## src/rtl/tmr_mem_ctrl.sv

```systemverilog
// tmr_mem_ctrl: sole initiator of the TMR SRAM. Host requests and a periodic
// background scrubber share the array; every read is a 3-cycle same-address burst.
// Ports:
//   clk, rst (async, active-low)
//   scrub_en                            background scrub enable
//   req_valid/req_ready/req_we/req_addr/req_wdata   host request port
//   rsp_valid/rsp_rdata                 host read response
//   scrub_busy/scrub_wrap               scrubber status
//   mem_enable/mem_we/mem_addr/mem_wdata/mem_rdata  SRAM side
module tmr_mem_ctrl #(
    parameter int ADDR_W       = 8,
    parameter int DATA_W       = 8,
    parameter int SCRUB_PERIOD = 1024
) (
    input  logic              clk,
    input  logic              rst,
    input  logic              scrub_en,
    input  logic              req_valid,
    output logic              req_ready,
    input  logic              req_we,
    input  logic [ADDR_W-1:0] req_addr,
    input  logic [DATA_W-1:0] req_wdata,
    output logic              rsp_valid,
    output logic [DATA_W-1:0] rsp_rdata,
    output logic              scrub_busy,
    output logic              scrub_wrap,
    output logic              mem_enable,
    output logic              mem_we,
    output logic [ADDR_W-1:0] mem_addr,
    output logic [DATA_W-1:0] mem_wdata,
    input  logic [DATA_W-1:0] mem_rdata
);

    typedef enum logic [2:0] {
        IDLE,
        WR,
        RD,
        FIX,
        VERIFY
    } state_t;

    // One extra bit so SCRUB_PERIOD=1 still yields a legal 1-bit timer.
    localparam int TW = $clog2(SCRUB_PERIOD + 1);
    localparam logic [TW-1:0] TMAX = TW'(SCRUB_PERIOD - 1);

    state_t state;
    state_t nxt;
    logic nxt_src;
    logic accept;
    logic pending;
    logic start_scrub;
    logic [TW-1:0] timer;
    logic [ADDR_W-1:0] scrub_addr;
    logic [DATA_W-1:0] rd_data;

    assign req_ready   = rst && (state == IDLE);
    assign accept      = req_valid && req_ready;
    assign pending     = (timer == TMAX);
    // Host always wins; a pending scrub only starts on a request-free idle cycle.
    assign start_scrub = (state == IDLE) && scrub_en && pending && !req_valid;

    always_comb begin
        nxt     = state;
        nxt_src = scrub_busy;
        unique case (state)
            IDLE: begin
                nxt_src = start_scrub;
                if (accept) begin
                    nxt = req_we ? WR : RD;
                end else if (start_scrub) begin
                    nxt = RD;
                end
            end
            WR:     nxt = IDLE;
            RD:     nxt = FIX;
            FIX:    nxt = VERIFY;
            VERIFY: begin
                nxt     = IDLE;
                nxt_src = 1'b0;
            end
            default: nxt = IDLE;
        endcase
    end

    always_ff @(posedge clk or negedge rst) begin
        if (!rst) begin
            state      <= IDLE;
            mem_enable <= 1'b0;
            mem_we     <= 1'b0;
            mem_addr   <= '0;
            mem_wdata  <= '0;
            scrub_busy <= 1'b0;
            scrub_wrap <= 1'b0;
            scrub_addr <= '0;
            rsp_valid  <= 1'b0;
            rsp_rdata  <= '0;
            rd_data    <= '0;
            timer      <= '0;
        end else begin
            state      <= nxt;
            mem_enable <= (nxt != IDLE);
            mem_we     <= (nxt == WR);
            scrub_busy <= nxt_src;
            rsp_valid  <= 1'b0;
            scrub_wrap <= 1'b0;

            // Address is latched once per burst and held, so the array's
            // write-back during FIX/VERIFY hits the address just read.
            if (accept) begin
                mem_addr  <= req_addr;
                mem_wdata <= req_wdata;
            end else if (start_scrub) begin
                mem_addr <= scrub_addr;
            end

            if (state == FIX) begin
                rd_data <= mem_rdata;
            end

            if (state == VERIFY) begin
                if (scrub_busy) begin
                    scrub_addr <= scrub_addr + 1'b1;
                    scrub_wrap <= &scrub_addr;
                end else begin
                    rsp_valid <= 1'b1;
                    rsp_rdata <= rd_data;
                end
            end

            // Counts idle cycles only, saturating at TMAX to hold the pending scrub.
            if (!scrub_en || start_scrub) begin
                timer <= '0;
            end else if (state == IDLE && !pending) begin
                timer <= timer + 1'b1;
            end
        end
    end

endmodule

```

## config.mk

```make
export PLATFORM = sky130hd
export DESIGN_NAME = tmr_mem_ctrl
export DESIGN_NICKNAME = d
export VERILOG_FILES = /design/src/rtl/tmr_mem_ctrl.sv
export SDC_FILE = /design/constraint.sdc
export NUM_CORES = 1
export LEC_CHECK = 0
export ABC_AREA = 1
export ABC_CLOCK_PERIOD_IN_PS = 2040
export CAP_MARGIN = 25
export CORE_MARGIN = 2
export CORE_UTILIZATION = 50
export CTS_CLUSTER_DIAMETER = 200
export DETAILED_ROUTE_END_ITERATION = 16
export GPL_TIMING_DRIVEN = 0
export PLACE_DENSITY = 0.79
export SYNTH_ARGS = -nofsm -noshare
export SYNTH_HDL_FRONTEND = slang
export SYNTH_SLANG_ARGS = --single-unit
```

## constraint.sdc

```tcl
create_clock -name clk -period 2.04 [get_ports clk]
set_clock_uncertainty 0.2 [all_clocks]
set_input_delay 0.408 -clock clk [delete_from_list [all_inputs] [get_ports clk]]
set_output_delay 0.408 -clock clk [all_outputs]
set_load 0.02 [all_outputs]
```

**Cells by drive strength**

(4 px per um)
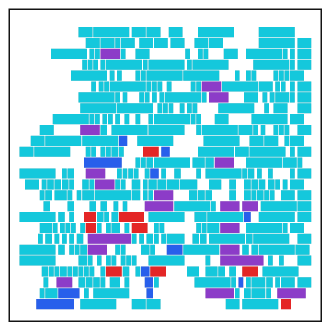
Key: purple = _6 and larger [cells 19]; blue = _2 cells [cells 12]; cyan = _0 and _1 cells [cells 354]; red = _3 and _4 cells [cells 9]
area grow syn2layout: 35.4%
Final WS setup: 0.112 ns
design area: 3670 um^2

**Wires at chosen ports, followed through buffers**

(4 px per um)
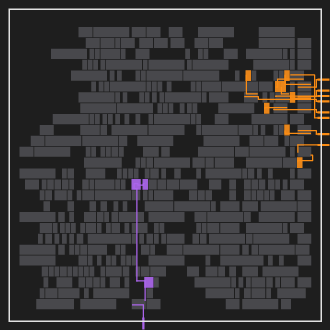
Key: purple = req_valid [direction input, edge south, end cells 3, buffers 1, wire 41.5 um]; orange = req_wdata [direction input, edge east, end cells 8, buffers 8, wire 137 um]
I/O Buffers: 58
I/O pin cnt: 59

==> qor.yml <==
synth:
  fp_nets: 348
  mux_area_frac: 0.00416
  ys_sh_simple: 0.341
  yosysChipArea_um2: 2710
  async_flop_share: 1.00
  yosys_register_bits: 59
  top_logic_kind: "simple AND/OR/NAND/NOR gates"
  area_leaders: "dfrtp_1 55%, nand2_1 17%, nand3_1 7.4%"
  syn_inst: 317
  synth-main-ff-cell: "dfrtp_1"
  ys_sh_adder: 0.00924
  yosys.stat.seqShare: 0.545
  ys_top_cells_by_count: "126 x nand2_1, 59 x dfrtp_1, 40 x nand3_1"
  top_area_frac: 0.545
  top_cell: "nand2_1"
  edf_count: 0
  yosys.area_share.aoi: 0.0134
  xor_area_frac: 0.0356
  ys_types: 25
  syn_avg_cell_area_um2: 8.55
  ys_cells: 317
  syn_area_um2: 2710
  top_area_cell: "dfrtp_1"
route:
  top_layer_used: "met4"
  wl_met1_um: 2630
  vias: 2304
  wl_met2_um: 2730
  vias_per_cell: 4.97
  drtPass1Iterations: 5
  avgRoutedWirePerCell_um: 12.5
  ant_nets: 0
  post-route-drc-count: 0
  drt_wl_total_um: 5800
  drt_iter0_markers: 122
clocking:
  cts_setup_buffers: 0
  cts_made_buffers: 9
  ctsHoldBuffers: 2
  ctsHtreeMaxLevel: 3
  clock_sinks: 59
  root_buffer: "clkbuf_8"
  clockBufferDepth: 2
  insertion_delay_ns: 0.33
  cts_resized: 5
  cts_tree: "done"
  clkTransAtPathRegs_ns: 0.07
grt:
  grt_first_pass_wirelength_um: 10100
  grt_usage: 0.215
  grt_overflow: 0
  antenna_found_initial: 0
  grt_max_degree: 33
critical_path:
  r2r-end: "timer[6]"
  reg2reg_from: "timer[0]"
  crit_family: "simple AND/OR/NAND/NOR gates"
  cp_slowest_cell: "dfrtp_2"
  cp_max_fo: 10
  worst-path-buf-inv: 2
  crit_end: "timer[6]"
  ff2ff_setup_slack_ns: 0.11
  crit_chain: "ha_2 > inv_1 > nor2_4 > nand3_4 > nor2_8 > nor2_4 > buf_6 > nand3_1 > nand2_1"
  cp_data_required_time_ns: 2.06
  cp.depth: 9
  crit_start: "timer[0]"
  reg2reg_depth: 9
  crit_type: "register to register"
  cp-start-kind: "register"
  cp_common_cell: "nor2_4"
  cp_slowest_stage_delay_ns: 0.42
layout:
  logic_gates: 226
  lay_top_count: "nand2_1"
  largest_class: "sequential cells"
  drive_above_1_share: 0.102
  final_nets: 420
  flops: 59
  final_cells: 464
  nonClockInverterCount: 28
  diodes: 0
  clkbuf_count: 13
  flop_area_um2: 1480
  nFillCells: 373
  nonClkBufAreaFrac: 0.180
  sh_comb_area: 0.299
  final_cell_mix: "125 x nand2_1, 57 x dfrtp_1, 55 x clkdlybuf4s50_1"
  logic_area_um2: 1100
  clockNetworkAreaShare: 0.0648
  n_all_buffers: 65
power_and_ir_drop:
  power_mw: 4.58
  p_sw_frac: 0.343
  p_clk_frac: 0.273
  switchingPower_mw: 1.57
  power.largest_group: "registers"
  pg_comb_mw: 1.59
  p_seq_frac: 0.380
  ir_worst_vdd_mv: 0.636
  p_int_mw: 3.01
  pwr-share-comb: 0.347
  p_leak_nw: 1.86
  power.density_nw_per_um2: 1250
placed_design:
  place.gp.congestion: 0.890
  dp_hpwl_um: 4110
  dp_cells: 446
  dpl-instance-area_um2: 3390
  place_worst_setup_slack_ns: -0.446
run_status:
  status: "complete, no violations"
final_timing:
  fin_crit_sh: 0.945
  min_period_ns: 1.93
  rsz0062_at_grt: "false"
  whs_ns: 0.270
  worst_slew_pin_slew_ns: 0.385
  final_hold_viol_count: 0
  slew_viol_final: 0
  fmax_mhz: 519
  tns_ns: 0
floorplanning:
  tap_cells: 70
  chip_area_um2: 6020
  die_y_um: 77.6
  fp.dieW_um: 77.6
flow_run:
  tool_warnings: 26
  maxCapViolations: 0
min_path:
  worstHoldPathType: "register to register"
  worst_hold_path.num_cells: 2
  whs_endpoint: "rd_data[2]"
**Metal 1**

(8 px per um) Supply wires on this layer in gray.
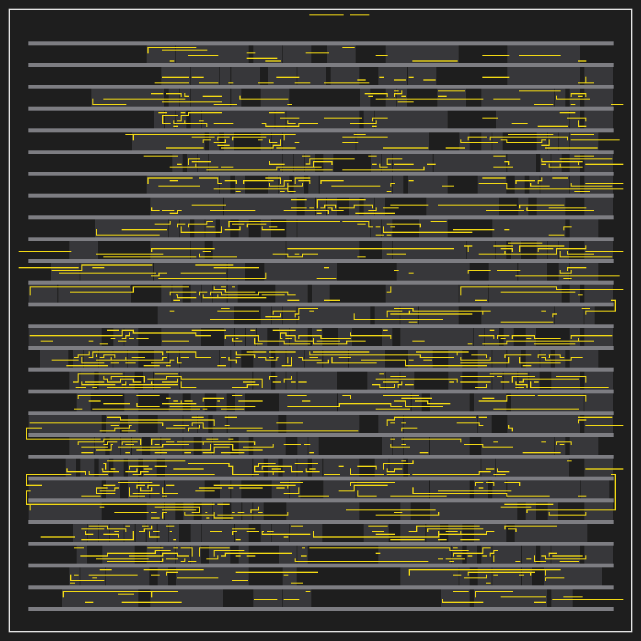
369 nets have wire on it. The layer carries 2,630 um of wire. The layer holds 45% of the routed length. The wires run mostly horizontal. The longest straight run is 23.5 um.

**Local utilization**

(4 px per um) 8 x 8 tiles, from dark blue (low) to red (high), 0 to 100% covered.
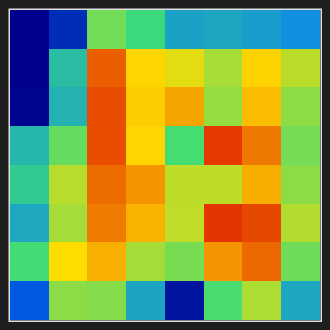
34% of the tiles are over 75% full. 4.7% of the tiles are nearly empty. The mean over all tiles is 59%. The emptiest ninth of the die: north-west. The fullest tile reaches 94%.
Layout Utilization: 0.709
Core ar.: 5170 um^2
FP Core Util: 0.524

logic make-up (layout without fill, tap and decap cells):
group | after synthesis | after routing
AOI/OAI and AO/OA | 7 | 7
adders and majority gates | 2 | 2
DFF | 59 | 59
buffers and inverters | 32 | 109
muxes | 1 | 1
xor gates and xnor gates | 11 | 11
and+or+nand+nor | 205 | 205
metal layers:
layer	GRT usage	vias up
met5	0	-
met4	0.105	0
met3	0.0488	10
met2	0.346	71
met1	0.273	1071
li1	-	1152
worst min-delay path, stage by stage (launching register included):
cell and delay, ns:
dfrtp_1 0.34, nand2_1 0.05, nand2_1 0.05
flip-flops by register name (all words and copies together) (netlist names), 3 cells and up:
signal      cells
timer          11
rd_data         8
mem_wdata       8
state           3
mem_addr        8
rsp_rdata       8
scrub_addr      8
Power figures rest on the tool's default switching activity, not on a simulated workload.
